--- src/rtl/kernel_3x3_pipe_if.sv ---
// Window/coefficient/result bus for the 3x3 convolution kernel.
// The master drives windows, coefficient writes and out_ready; the slave drives in_ready and results.
interface kernel_3x3_pipe_if #(
   parameter int unsigned PIX_W  = 13,
   parameter int unsigned COEF_W = 8,
   parameter int unsigned OUT_W  = 13
);
   logic                     coef_we;
   logic [3:0]               coef_addr;
   logic signed [COEF_W-1:0] coef_data;
   logic                     in_valid;
   logic                     in_ready;
   logic [9*PIX_W-1:0]       win;
   logic                     mode;
   logic                     out_valid;
   logic                     out_ready;
   logic [OUT_W-1:0]         result;
   logic                     sat;

   modport master (
      output coef_we, coef_addr, coef_data, in_valid, win, mode, out_ready,
      input  in_ready, out_valid, result, sat
   );

   modport slave (
      input  coef_we, coef_addr, coef_data, in_valid, win, mode, out_ready,
      output in_ready, out_valid, result, sat
   );
endinterface

--- src/rtl/kernel_3x3_pipe.sv ---
// Three-stage programmable 3x3 convolution: products, row sums, then total/shift/abs/clip.
// Reset coefficients give the legacy sharpen kernel; the whole pipe stalls on a held output.
module kernel_3x3_pipe #(
   parameter int unsigned PIX_W   = 13,
   parameter int unsigned COEF_W  = 8,
   parameter int unsigned OUT_W   = 13,
   parameter int unsigned OUT_MAX = 255,
   parameter int unsigned SHIFT   = 0
) (
   input  logic             clk,
   input  logic             rst,
   kernel_3x3_pipe_if.slave bus
);
   localparam int unsigned PROD_W = PIX_W + COEF_W + 1;
   localparam int unsigned ROW_W  = PROD_W + 2;
   localparam int unsigned SUM_W  = PIX_W + COEF_W + 5;
   localparam logic signed [SUM_W-1:0]  MAX_S  = SUM_W'(OUT_MAX);
   localparam logic signed [COEF_W-1:0] C_ZERO = '0;
   localparam logic signed [COEF_W-1:0] C_NEG1 = '1;
   localparam logic signed [COEF_W-1:0] C_FIVE = COEF_W'(5);

   logic signed [COEF_W-1:0] r_coef [9];
   logic signed [PROD_W-1:0] r_prod [9];
   logic signed [ROW_W-1:0]  r_row  [3];
   logic                     r_v1, r_m1, r_v2, r_m2;
   logic                     r_out_valid, r_sat;
   logic [OUT_W-1:0]         r_result;

   logic                     w_adv;
   logic signed [PROD_W-1:0] w_prod [9];
   logic signed [ROW_W-1:0]  w_row  [3];
   logic signed [SUM_W-1:0]  w_sum, w_shift, w_mag;
   logic [OUT_W-1:0]         w_res;
   logic                     w_sat;

   // Every stage moves together whenever the output register can take a new value.
   assign w_adv         = !r_out_valid || bus.out_ready;
   assign bus.in_ready  = w_adv;
   assign bus.out_valid = r_out_valid;
   assign bus.result    = r_result;
   assign bus.sat       = r_sat;

   // Coefficient bank; a window accepted on the write edge still sees the old value.
   always_ff @(posedge clk or posedge rst) begin
      if (rst) begin
         for (int k = 0; k < 9; k++)
            r_coef[k] <= (k == 4) ? C_FIVE : ((k % 2) == 1) ? C_NEG1 : C_ZERO;
      end else begin
         for (int k = 0; k < 9; k++)
            if (bus.coef_we && (bus.coef_addr == 4'(k))) r_coef[k] <= bus.coef_data;
      end
   end

   always_comb begin
      for (int k = 0; k < 9; k++)
         w_prod[k] = PROD_W'($signed({1'b0, bus.win[k*PIX_W +: PIX_W]})) * PROD_W'(r_coef[k]);
      for (int r = 0; r < 3; r++)
         w_row[r] = ROW_W'(r_prod[3*r]) + ROW_W'(r_prod[3*r+1]) + ROW_W'(r_prod[3*r+2]);
   end

   always_ff @(posedge clk or posedge rst) begin
      if (rst) begin
         r_v1 <= 1'b0;
         r_m1 <= 1'b0;
         r_v2 <= 1'b0;
         r_m2 <= 1'b0;
         for (int k = 0; k < 9; k++) r_prod[k] <= '0;
         for (int r = 0; r < 3; r++) r_row[r] <= '0;
      end else if (w_adv) begin
         r_v1 <= bus.in_valid;
         r_v2 <= r_v1;
         if (bus.in_valid) begin
            r_m1 <= bus.mode;
            for (int k = 0; k < 9; k++) r_prod[k] <= w_prod[k];
         end
         if (r_v1) begin
            r_m2 <= r_m1;
            for (int r = 0; r < 3; r++) r_row[r] <= w_row[r];
         end
      end
   end

   // Final sum, floor shift, optional magnitude, then clip into [0, OUT_MAX].
   always_comb begin
      w_sum   = SUM_W'(r_row[0]) + SUM_W'(r_row[1]) + SUM_W'(r_row[2]);
      w_shift = w_sum >>> SHIFT;
      w_mag   = (r_m2 && w_shift[SUM_W-1]) ? -w_shift : w_shift;
      w_res   = OUT_W'(w_mag);
      w_sat   = 1'b0;
      if (w_mag[SUM_W-1]) begin
         w_res = '0;
         w_sat = 1'b1;
      end else if (w_mag > MAX_S) begin
         w_res = OUT_W'(OUT_MAX);
         w_sat = 1'b1;
      end
   end

   always_ff @(posedge clk or posedge rst) begin
      if (rst) begin
         r_out_valid <= 1'b0;
         r_result    <= '0;
         r_sat       <= 1'b0;
      end else if (w_adv) begin
         r_out_valid <= r_v2;
         r_result    <= r_v2 ? w_res : '0;
         r_sat       <= r_v2 & w_sat;
      end
   end
endmodule

--- src/flat_wrapper.sv ---
// flat-port wrapper written by rule: the top's interface ports become plain ports
module kernel_3x3_pipe_flat 
#(
   parameter int unsigned PIX_W   = 13,
   parameter int unsigned COEF_W  = 8,
   parameter int unsigned OUT_W   = 13,
   parameter int unsigned OUT_MAX = 255,
   parameter int unsigned SHIFT   = 0
)
  (clk, rst, bus_coef_we, bus_coef_addr, bus_coef_data, bus_in_valid, bus_win, bus_mode, bus_out_ready, bus_in_ready, bus_out_valid, bus_result, bus_sat);
  kernel_3x3_pipe_if #(.PIX_W(PIX_W), .COEF_W(COEF_W), .OUT_W(OUT_W)) bus_i ();
  input  logic clk;
  input  logic rst;
  input wire logic [$bits(bus_i.coef_we)-1:0] bus_coef_we;
  input wire logic [$bits(bus_i.coef_addr)-1:0] bus_coef_addr;
  input wire logic [$bits(bus_i.coef_data)-1:0] bus_coef_data;
  input wire logic [$bits(bus_i.in_valid)-1:0] bus_in_valid;
  input wire logic [$bits(bus_i.win)-1:0] bus_win;
  input wire logic [$bits(bus_i.mode)-1:0] bus_mode;
  input wire logic [$bits(bus_i.out_ready)-1:0] bus_out_ready;
  output wire logic [$bits(bus_i.in_ready)-1:0] bus_in_ready;
  output wire logic [$bits(bus_i.out_valid)-1:0] bus_out_valid;
  output wire logic [$bits(bus_i.result)-1:0] bus_result;
  output wire logic [$bits(bus_i.sat)-1:0] bus_sat;
  assign bus_i.coef_we = bus_coef_we;
  assign bus_i.coef_addr = bus_coef_addr;
  assign bus_i.coef_data = bus_coef_data;
  assign bus_i.in_valid = bus_in_valid;
  assign bus_i.win = bus_win;
  assign bus_i.mode = bus_mode;
  assign bus_i.out_ready = bus_out_ready;
  assign bus_in_ready = bus_i.in_ready;
  assign bus_out_valid = bus_i.out_valid;
  assign bus_result = bus_i.result;
  assign bus_sat = bus_i.sat;
  kernel_3x3_pipe #(.PIX_W(PIX_W), .COEF_W(COEF_W), .OUT_W(OUT_W), .OUT_MAX(OUT_MAX), .SHIFT(SHIFT)) u_core (.clk(clk), .rst(rst), .bus(bus_i));
endmodule
--- config.mk ---
export PLATFORM = sky130hd
export DESIGN_NAME = kernel_3x3_pipe_flat
export DESIGN_NICKNAME = d
export VERILOG_FILES = /design/src/rtl/kernel_3x3_pipe_if.sv /design/src/rtl/kernel_3x3_pipe.sv /design/src/flat_wrapper.sv
export SDC_FILE = /design/constraint.sdc
export NUM_CORES = 2
export LEC_CHECK = 0
export CAP_MARGIN = 20
export CORE_MARGIN = 10
export CORE_UTILIZATION = 65
export CTS_CLUSTER_DIAMETER = 40
export DETAILED_ROUTE_END_ITERATION = 7
export PLACE_DENSITY = 0.84
export SYNTH_ARGS = -nofsm -noshare
export SYNTH_HDL_FRONTEND = slang
export SYNTH_SLANG_ARGS = --single-unit
--- constraint.sdc ---
create_clock -name clk -period 16.6 [get_ports clk]
set_input_delay 2.49 -clock clk [delete_from_list [all_inputs] [get_ports clk]]
set_output_delay 2.49 -clock clk [all_outputs]
set_load 0.05 [all_outputs]
Fig. 1: signal wires on met1
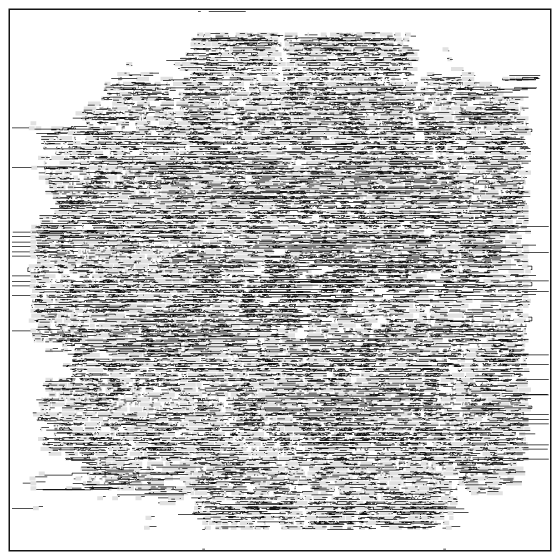
- longest straight run: 55.7 um
- nets with wire on the layer: 6401
- main direction: horizontal

Fig. 2: metal 2
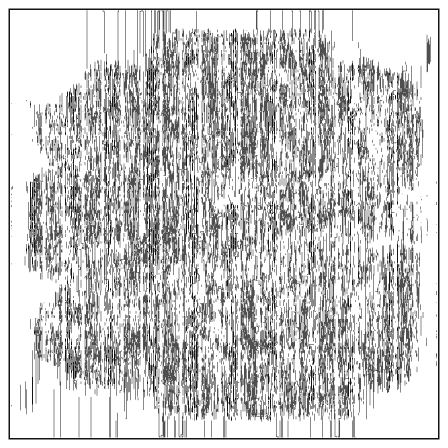
- wire length on this layer: 59.8 mm
- nets with wire on the layer: 6140
- share of all routed wire: 50%

==> flow_metrics.tcl <==
# collected from the flow reports
set metrics [dict create \
    run_status "finished, final reports clean" \
    grt_max_degree 169 \
    cp_slowest_cell "clkdlybuf4s50_1" \
    clk_latency_ns 0.62 \
    skew_ns 0.0286 \
    critPathTopFamily "adder cells" \
    ys_sh_adder 0.420 \
    fin_crit_sh 0.457 \
    wirelength_mm 120 \
    required_ns 17.06 \
    core_um2 76200 \
    postSynth.asyncResetShare 1.00 \
    htree_levels 2 \
    rsz0062_at_grt "false" \
    synth-main-ff-cell "dfrtp_1" \
    cts_buffers 57 \
    wl_per_cell_um 18.3 \
    fin_ws_ns 9.01 \
    ff2ff_setup_slack_ns 10.76 \
    syn_nets 6802 \
    antenna_left 0 \
    path_class "primary input to flop" \
    hold_violations 0 \
    fin_util 0.714 \
    grt_pass1_wl_mm 202 \
    fmax_mhz 132 \
    setup_viol 0 \
    warnings 38 \
    ys_warn_count 0 \
    postSynthSeqShare 0.181 \
    synth.cell_area_um2 50100 \
    holdWs_ns 0.481 \
    yosys-stat-area_um2 50100 \
    compound_area_frac 0.0879 \
    cap_violations 0 \
    min_to "u_core.bus.result[12]" \
    post-place-ws_ns 8.52 \
    vias 37900 \
    fill_cells 5521 \
    yosys-top-cells-count "913 x inv_1, 697 x fa_1, 642 x nand2_1, 568 x ha_1, 548 x and2_1" \
    worst_r2r_endpoint "u_core.r_prod[130]" \
    rows 101 \
    initCoreUtil 0.658 \
    ys_sh_mux 0.0253 \
    cts.repair.resized 0 \
    root_buffer "clkbuf_16" \
    final_net_count 6877 \
    cts.path.max_buffers 3 \
    ys_cells 5402 \
    crit_fanout 8 \
    worstMarginPinSlew_ns 1.14 \
    topCellsByArea "fa_1 28%, dfrtp_1 16%, ha_1 14%" \
    fin_cells 6559 \
    synthTopLogicFamily "adder cells" \
    maxSlewHeadroom 0.236 \
    drc 0 \
    antenna_found_initial 3 \
    fin_crit_ns 7.59 \
    area_growth_pct 8.57 \
    clk_pin_slew_ns 0.06 \
    cp.arrival_ns 8.05 \
    postCtsSetupBuffers 0 \
]
==> per-layer routing <==
metal	part of all wire	GRT usage	wire length, um
met1	0.40	0.345	48000
met2	0.50	0.479	59800
met3	0.063	0.0385	7600
met4	0.039	0.106	4670
met5	0	0	0
==> area by class of cell <==
cell class                      instances  area, um2  share of cell area
Antenna cell                            5       12.5            0.000230
Clock buffer                           65       1520              0.0279
Clock inverter                         41        403             0.00740
Inverter                              913       3430              0.0631
Multi-Input combinational cell       3978      37100               0.681
Sequential cell                       361       9080               0.167
Tap cell                             1030       1290              0.0237
Timing Repair Buffer                  166       1630              0.0300
==> sequential cells by signal, summed over array words and instances (netlist names) <==
name	count
u_core.r_v2	1
u_core.r_coef	72
u_core.r_v1	1
u_core.r_prod	198
u_core.bus.out_valid	1
u_core.r_m1	1
u_core.bus.result	13
u_core.r_m2	1
u_core.bus.sat	1
u_core.r_row	72
==> layout by cell type (no fill, tap or decap), types with 7 or more instances in the layout <==
master,synthesis,layout
a31oi_1,19,19
o31ai_1,41,41
a21o_1,60,60
a21oi_1,136,136
inv_8,0,10
xor2_1,84,84
nor2_1,125,125
o21a_1,14,14
fa_1,697,697
inv_6,0,9
dfstp_2,34,34
or2_2,13,13
clkdlybuf4s50_1,0,150
nand3_1,38,38
nand2b_1,130,130
nor3b_1,12,12
inv_1,913,912
a211oi_1,36,36
and2_1,548,548
ha_1,568,568
or3_1,27,27
o211ai_1,9,9
and3_1,34,34
dfrtp_1,327,327
nand2_1,642,640
buf_4,1,15
mux2_2,108,108
a32oi_1,10,10
o21bai_1,8,8
a211o_1,7,7
xnor2_1,111,111
nor3_1,55,55
o21ai_0,300,300
nor2b_1,26,26
clkbuf_16,0,58
